### Metal 4, run 1

Cells faint in the background.
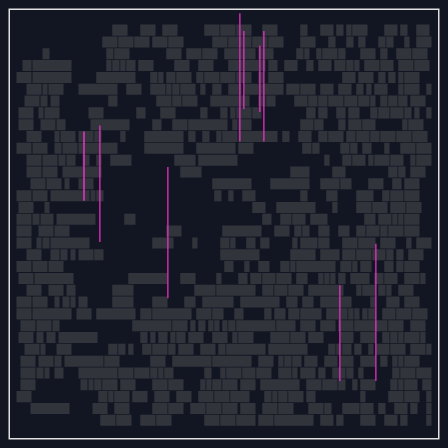
### Clock distribution, run 1

Bar = 20 µm.
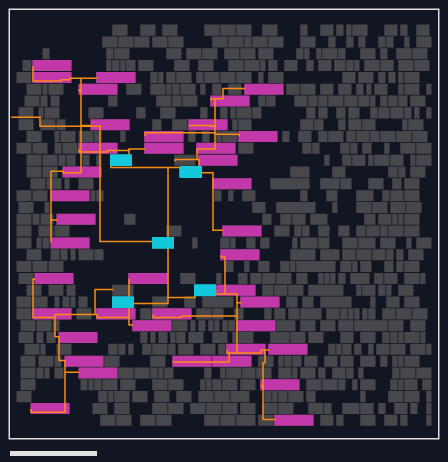
### Clock routing, run 1

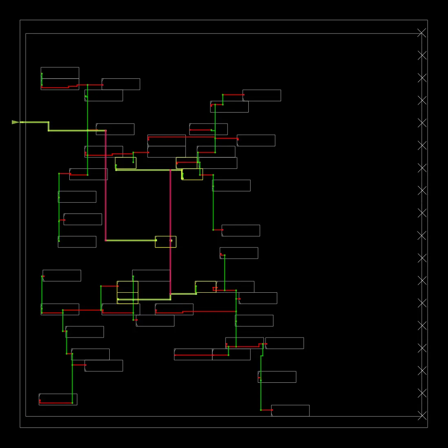
==> config.mk <==
export PLATFORM = sky130hd
export DESIGN_NAME = cpu_trap_ctrl_flat
export DESIGN_NICKNAME = d
export VERILOG_FILES = /design/src/rtl/cpu_trap_ctrl_if.sv /design/src/rtl/cpu_trap_ctrl.sv /design/src/flat_wrapper.sv
export SDC_FILE = /design/constraint.sdc
export NUM_CORES = 1
export LEC_CHECK = 0
export CAP_MARGIN = 40
export CORE_UTILIZATION = 34
export CTS_BUF_LIST = sky130_fd_sc_hd__clkbuf_4 sky130_fd_sc_hd__clkbuf_8
export CTS_CLUSTER_SIZE = 16
export DETAILED_ROUTE_END_ITERATION = 6
export PLACE_DENSITY = 0.9
export SYNTH_ARGS = -nofsm -noshare
export SYNTH_HDL_FRONTEND = slang
export SYNTH_SLANG_ARGS = --single-unit
==> constraint.sdc <==
create_clock -name clk -period 4.2 [get_ports clk]
set_input_delay 0.84 -clock clk [delete_from_list [all_inputs] [get_ports clk]]
set_output_delay 0.84 -clock clk [all_outputs]
set_load 0.01 [all_outputs]
==> metrics.yaml, run 1 <==
most_common_cell: "nor2_1"
r2r_cells: 5
dp_cells: 705
worstSetupPathType: "in2out"
wl_met3_um: 906
ys_sh_aoi_pct: 14.3
critPathMaxFanout: 4
diodes: 0
numPortBuffers: 212
layout-drive-gt1-share_pct: 12.7
largest_reg_flops: 30
grt_use_total_pct: 22.9
wl_per_cell_um: 15.5
lay_top_cells: "181 x clkdlybuf4s50_1, 42 x nor2_1, 40 x dfrtp_1"
xor_share_pct: 7.47
logic_family: "simple AND/OR/NAND/NOR gates"
drt_iter0_markers: 141
worstSetupPathDepth: 12
simple_gate_share_pct: 27.4
yosys_warnings: 0
root_buffer: "clkbuf_8"
ys_seq_share_pct: 31.6
top_area_share_pct: 31.6
cts.sinks: 40
topCellsByArea: "dfrtp_1 32%, mux2i_1 9.5%, and2_1 7.7%"
highest_layer: "met4"
n_fill_cell: 791
ys_top_cells_by_count: "42 x nor2_1, 40 x dfrtp_1, 39 x and2_1, 39 x nand2_1, 38 x a21oi_1"
grt_pass1_vias: 3637
dr.pass1.iters: 6
syn_avg_cell_area_um2: 8.05
grt_max_degree: 45
hold-path-cell-count: 2
fmax_mhz: 258
rsz0062_at_grt: "false"
h-tree-depth: 2
ys_area_um2: 3160
antenna_found_initial: 0
slowest_stage: "clkdlybuf4s50_1"
die_h_um: 98.5
cts_buffer_depth: 2
placed_area_um2: 5420
hold_viol: 0
ff_type: "dfrtp_1"
crit_family: "buffers and inverters"
period_used_pct: 92.4
path_buffers: 5
async_flop_share_pct: 100
netlist_area_um2: 3160
final_antenna_net_count: 0
power_density_nw_per_um2: 450
warnings: 59
io_pins: 253
max_cap_viol_count: 0
mux_share_pct: 9.49
rows: 34
ys_cells: 393
leakage_nw: 2.39
layout.nets: 784
clkTransAtPathRegs_ns: 0.07
layout_top_cell: "clkdlybuf4s50_1"
wl_met2_um: 5690
cp_data_arrival_time_ns: 3.04
violations: "DRC"
viasPerCell: 4.99
cts_tree: "yes"
numSynthFlops: 40
cp.required_ns: 3.36
peakVddDrop_uv: 251
grt-ovfl-total: 0
yosys.area.top_type: "dfrtp_1"
cpPeakStageDelay_ns: 0.51
setup_viol: 0
min_path_type: "reg2reg"
finalInstanceArea_um2: 5580
synthCells: 393
worst_path_most_repeated_cell: "buf_6"
dpl.hpwl_um: 8610
status: "finished, violations left"
ctsHoldBuffers: 0
end_kind: "output port"
min_period_ns: 3.88
core_um2: 8850
stdcell_count: 716
die-width_um: 98.5
drc: 18
slew_violations: 0
comb_area_um2: 2060
gp_congestion: 0.847
flop_area_um2: 1000
initial_core_util_pct: 35.8
max_slew_margin_pct: 46.6
crit_chain: "clkdlybuf4s50_1 > ha_4 > inv_2 > fa_2 > nand2b_4 > a21oi_4 > buf_6 > buf_6 > nand3_2 > xor2_1 > o21ai_1 > buf_2"
r2r_setup_slack_ns: 2.25
startpoint_type: "input pin"
grt_pass1_wl_um: 17800
area_delta_synth_final_pct: 76.2
wl_met1_um: 4270
synth-edff-count: 0
synth_cell_types: 44
synth-adder-area-share_pct: 2.21
worstMarginPinSlew_ns: 0.799
chipArea_um2: 9700
Notes on 'Metal 4' above:
The longest straight run is 31.3 µm. The layer holds 1.9% of the routed length. The wires run mostly vertical.
Total Wirelength: 11100 µm
vias: 3576

Notes on 'Clock distribution' above:
clock drivers: in cyan, count 5. clock wires: in orange, length 496 µm. flip-flops: in magenta, count 40.
There are 6 routed clock nets.
Clock power frac: 10.8%
clk_lat worst skew: 0.28 ns

Notes on 'Clock routing' above:
Clk power: 0.271 mW
CTS buffer count: 5
clock buffer count: 7
skew final: 0.00556 ns
flip-flops: 40

[run 1: worst reg2reg max path, delay by kind of cell, from the launching register on]
| kind | cells | cell delay, ns |
|---|---|---|
| and+or+nand+nor | 3 | 1.04 |
| AOI/OAI and AO/OA | 1 | 0.12 |
| DFF | 1 | 0.44 |
| buffers and inverters | 1 | 0.27 |
[run 1: report_power, final]
part           internal (mW)  switching, mW
sequential             0.570          0.110
clock                  0.146          0.125
combinational          0.841          0.717
total                   1.56          0.952
[run 1: area by class of cell]
cell class | instances | area share, %
Sequential cell | 40 | 18.0
Tap cell | 108 | 2.42
Clock buffer | 7 | 1.73
Multi-Input combinational cell | 317 | 36.9
Inverter | 7 | 0.471
Timing Repair Buffer | 237 | 40.6
[run 1: metal layers]
metal | GRT usage (%) | vias to the layer above
met5 | 0 | -
met4 | 5.63 | 0
met3 | 4.75 | 20
met2 | 43.7 | 150
met1 | 26.0 | 1648
li1 | - | 1758
[run 1: metrics by stage]
stage               total power, mW  utilization, %  setup WS, ns  setup TNS (ns)  hold slack [ns]
CTS                            2.54            62.7        0.0187               0            0.527
floorplan                      1.42               -         0.466               0            0.487
detailed placement             2.27            61.3        -0.499           -9.00            0.510
finish                         2.51            63.0         0.318               0            0.521
global route                   2.70            63.0         0.229               0            0.550
global placement               2.20            61.0        -0.462           -8.21            0.501
[run 1: timing repair]
item | 4_1_cts | 5_1_grt
gates cloned | 1 | 0
setup endpoints to repair | 26 | 18
gates resized | 91 | 13
pin swaps | 2 | 7
setup buffers | 2 | 1
==> run 2, diff against run 1 <==
--- a/config.mk
+++ b/config.mk
@@ -10,6 +10,7 @@
 export CTS_BUF_LIST = sky130_fd_sc_hd__clkbuf_4 sky130_fd_sc_hd__clkbuf_8
 export CTS_CLUSTER_SIZE = 16
 export DETAILED_ROUTE_END_ITERATION = 6
+export HOLD_SLACK_MARGIN = 0.08
 export PLACE_DENSITY = 0.9
 export SYNTH_ARGS = -nofsm -noshare
 export SYNTH_HDL_FRONTEND = slang
### Clock routing, run 2

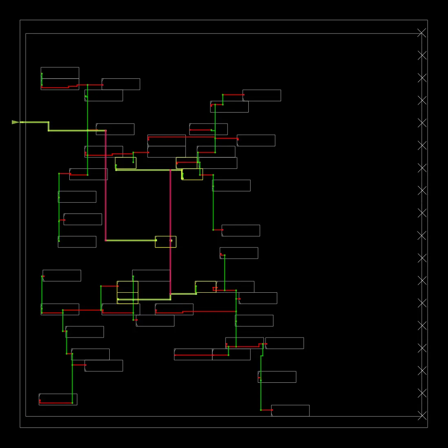
# clock sinks: 40

==> metrics.yaml, run 2 <==
status: "finished, violations left"
violations: "DRC"
hold_viol: 0  # unchanged
end_kind: "output port"
syn_avg_cell_area_um2: 8.05  # unchanged
ys_seq_share_pct: 31.6  # unchanged
viasPerCell: 4.99  # unchanged
synth_cell_types: 44  # unchanged
cts_made_buffers: 5  # unchanged
met1_usage_pct: 26.0  # unchanged
layout.nets: 784  # unchanged
yosys_warnings: 0  # unchanged
async_flop_share_pct: 100  # unchanged
wl_met2_um: 5690  # unchanged
clkTransAtPathRegs_ns: 0.07  # about the same
slew_violations: 0  # unchanged
layout_top_cell: "clkdlybuf4s50_1"
fin_ws_ns: 0.318  # unchanged
ff_type: "dfrtp_1"
warnings: 59  # unchanged
layout-drive-gt1-share_pct: 12.7  # unchanged
drc: 18  # unchanged
numPortBuffers: 212  # unchanged
p_int_mw: 1.56  # unchanged
dp_slack_ns: -0.499  # unchanged
combPwrFrac_pct: 62.1  # about the same
ys_cells: 393  # unchanged
wirelength_um: 11100  # unchanged
min_period_ns: 3.88  # unchanged
yosys.area.top_type: "dfrtp_1"
power.share.clock_pct: 10.8  # about the same
die-width_um: 98.5  # unchanged
worstMarginPinSlew_ns: 0.799  # unchanged
routed-via-count: 3576  # unchanged
switching_power_mw: 0.952  # unchanged
worst_path_most_repeated_cell: "buf_6"
peakVddDrop_uv: 251  # unchanged
crit_chain: "clkdlybuf4s50_1 > ha_4 > inv_2 > fa_2 > nand2b_4 > a21oi_4 > buf_6 > buf_6 > nand3_2 > xor2_1 > o21ai_1 > buf_2"
lay_top_cells: "181 x clkdlybuf4s50_1, 42 x nor2_1, 40 x dfrtp_1"
top_usage_layer: "met2"
slowest_stage: "clkdlybuf4s50_1"
leakage_nw: 2.39  # unchanged
startpoint_type: "input pin"
initial_core_util_pct: 35.8  # unchanged
r2r_cells: 5  # unchanged
min_path_type: "reg2reg"
ys_area_um2: 3160  # unchanged
dp_cells: 705  # unchanged
netlist_area_um2: 3160  # unchanged
stdcell_count: 716  # unchanged
io_pins: 253  # unchanged
whs_ns: 0.521  # unchanged
cpPeakStageDelay_ns: 0.51  # about the same
wl_met1_um: 4270  # unchanged
core_um2: 8850  # unchanged
dpl.hpwl_um: 8610  # unchanged
top_area_share_pct: 31.6  # unchanged
clkLatencyLatePin_ns: 0.28  # about the same
h-tree-depth: 2  # unchanged
path_buffers: 5  # unchanged
period_used_pct: 92.4  # unchanged
largest_reg_flops: 30  # unchanged
chipArea_um2: 9700  # unchanged
setup_viol: 0  # unchanged
cts_buffer_depth: 2  # unchanged
dr.pass1.iters: 6  # unchanged
p_sw_share_pct: 37.9  # unchanged
grt_util_met3_pct: 4.75  # unchanged
critPathMaxFanout: 4  # unchanged
ctsHoldBuffers: 0  # unchanged
final_antenna_net_count: 0  # unchanged
skew_ns: 0.00556  # unchanged
grt_use_total_pct: 22.9  # unchanged
root_buffer: "clkbuf_8"
crit_family: "buffers and inverters"
area_delta_synth_final_pct: 76.2  # unchanged
max_cap_viol_count: 0  # unchanged
wl_met3_um: 906  # unchanged
die_h_um: 98.5  # unchanged
fmax_mhz: 258  # unchanged
sequentialPowerShare_pct: 27.1  # about the same
worstSetupPathType: "in2out"
most_common_cell: "nor2_1"
synthCells: 393  # unchanged
cp.required_ns: 3.36  # about the same
grt-ovfl-total: 0  # unchanged
r2r_setup_slack_ns: 2.25  # about the same
max_slew_margin_pct: 46.6  # unchanged
rows: 34  # unchanged
ys_top_cells_by_count: "42 x nor2_1, 40 x dfrtp_1, 39 x and2_1, 39 x nand2_1, 38 x a21oi_1"
rsz0062_at_grt: "false"
numSynthFlops: 40  # unchanged
antenna_found_initial: 0  # unchanged
topCellsByArea: "dfrtp_1 32%, mux2i_1 9.5%, and2_1 7.7%"
drt_iter0_markers: 141  # unchanged
cts_tree: "yes"
grtUsageMet2_pct: 43.7  # unchanged
power_density_nw_per_um2: 450  # unchanged
gp_congestion: 0.847  # unchanged
grt_max_degree: 45  # unchanged
fin_util_pct: 63.0  # unchanged
diodes: 0  # unchanged
grt_pass1_vias: 3637  # unchanged
highest_layer: "met4"
hold-path-cell-count: 2  # unchanged
wl_per_cell_um: 15.5  # unchanged
grt_pass1_wl_um: 17800  # unchanged
cp_data_arrival_time_ns: 3.04  # about the same
worstSetupPathDepth: 12  # unchanged
synth-edff-count: 0  # unchanged
### Clock distribution, run 2

Bar = 20 µm.
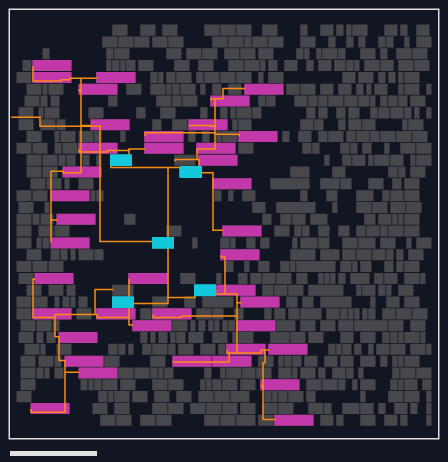
clock drivers: in cyan, count 5. flip-flops: in magenta, count 40. clock wires: in orange, length 496 µm.
There are 6 routed clock nets.

-- run 2: layout make-up --
class / instances / area, µm²
Inverter: 7 / 26.3
Fill cell: 791 / 3270
Clock buffer: 7 / 96.3
Tap cell: 108 / 135
Timing Repair Buffer: 237 / 2260
Sequential cell: 40 / 1000
Multi-Input combinational cell: 317 / 2060
-- run 2: stage by stage --
step	TNS (ns)	total power, mW	instance area, µm²
floorplan	0	1.42	3190
global placement	-8.21	2.20	5400
detailed placement	-9.00	2.27	5420
CTS	0	2.54	5550
global route	0	2.70	5580
finish	0	2.51	5580
-- run 2: power groups by stage --
stage | Sequential (mW) | Combinational, mW | Clock [mW]
after CTS | 0.682 | 1.57 | 0.279
final | 0.680 | 1.56 | 0.271
after detailed placement | 0.688 | 1.58 | 0
after floorplan | 0.652 | 0.772 | 0
after global routing | 0.706 | 1.70 | 0.295
after global placement | 0.673 | 1.53 | 0
-- run 2: tightest hold or removal path, delay by kind of cell, from the launching register on --
kind	cells	cell delay [ns]
flip-flops	1	0.34
AND-OR/OR-AND	1	0.10
AND/OR/NAND/NOR	1	0.05
-- run 2: what timing repair did --
item                       in CTS  in global routing
pin swaps                       2                  7
gates resized                  91                 13
setup buffers                   2                  1
setup endpoints to repair      26                 18
gates cloned                    1                  0
-- run 2: cells by family after synthesis --
| logic type | count (synthesis) | synth area share, % |
|---|---|---|
| buf+inv | 42 | 7.35 |
| flops | 40 | 31.6 |
| other cells | 1 | 0.119 |
| mux | 30 | 9.49 |
| compound gates | 81 | 14.3 |
| xor+xnor | 27 | 7.47 |
| simple gates | 167 | 27.4 |
| fa+ha+maj | 5 | 2.21 |
Power figures rest on the tool's default switching activity, not on a simulated workload.
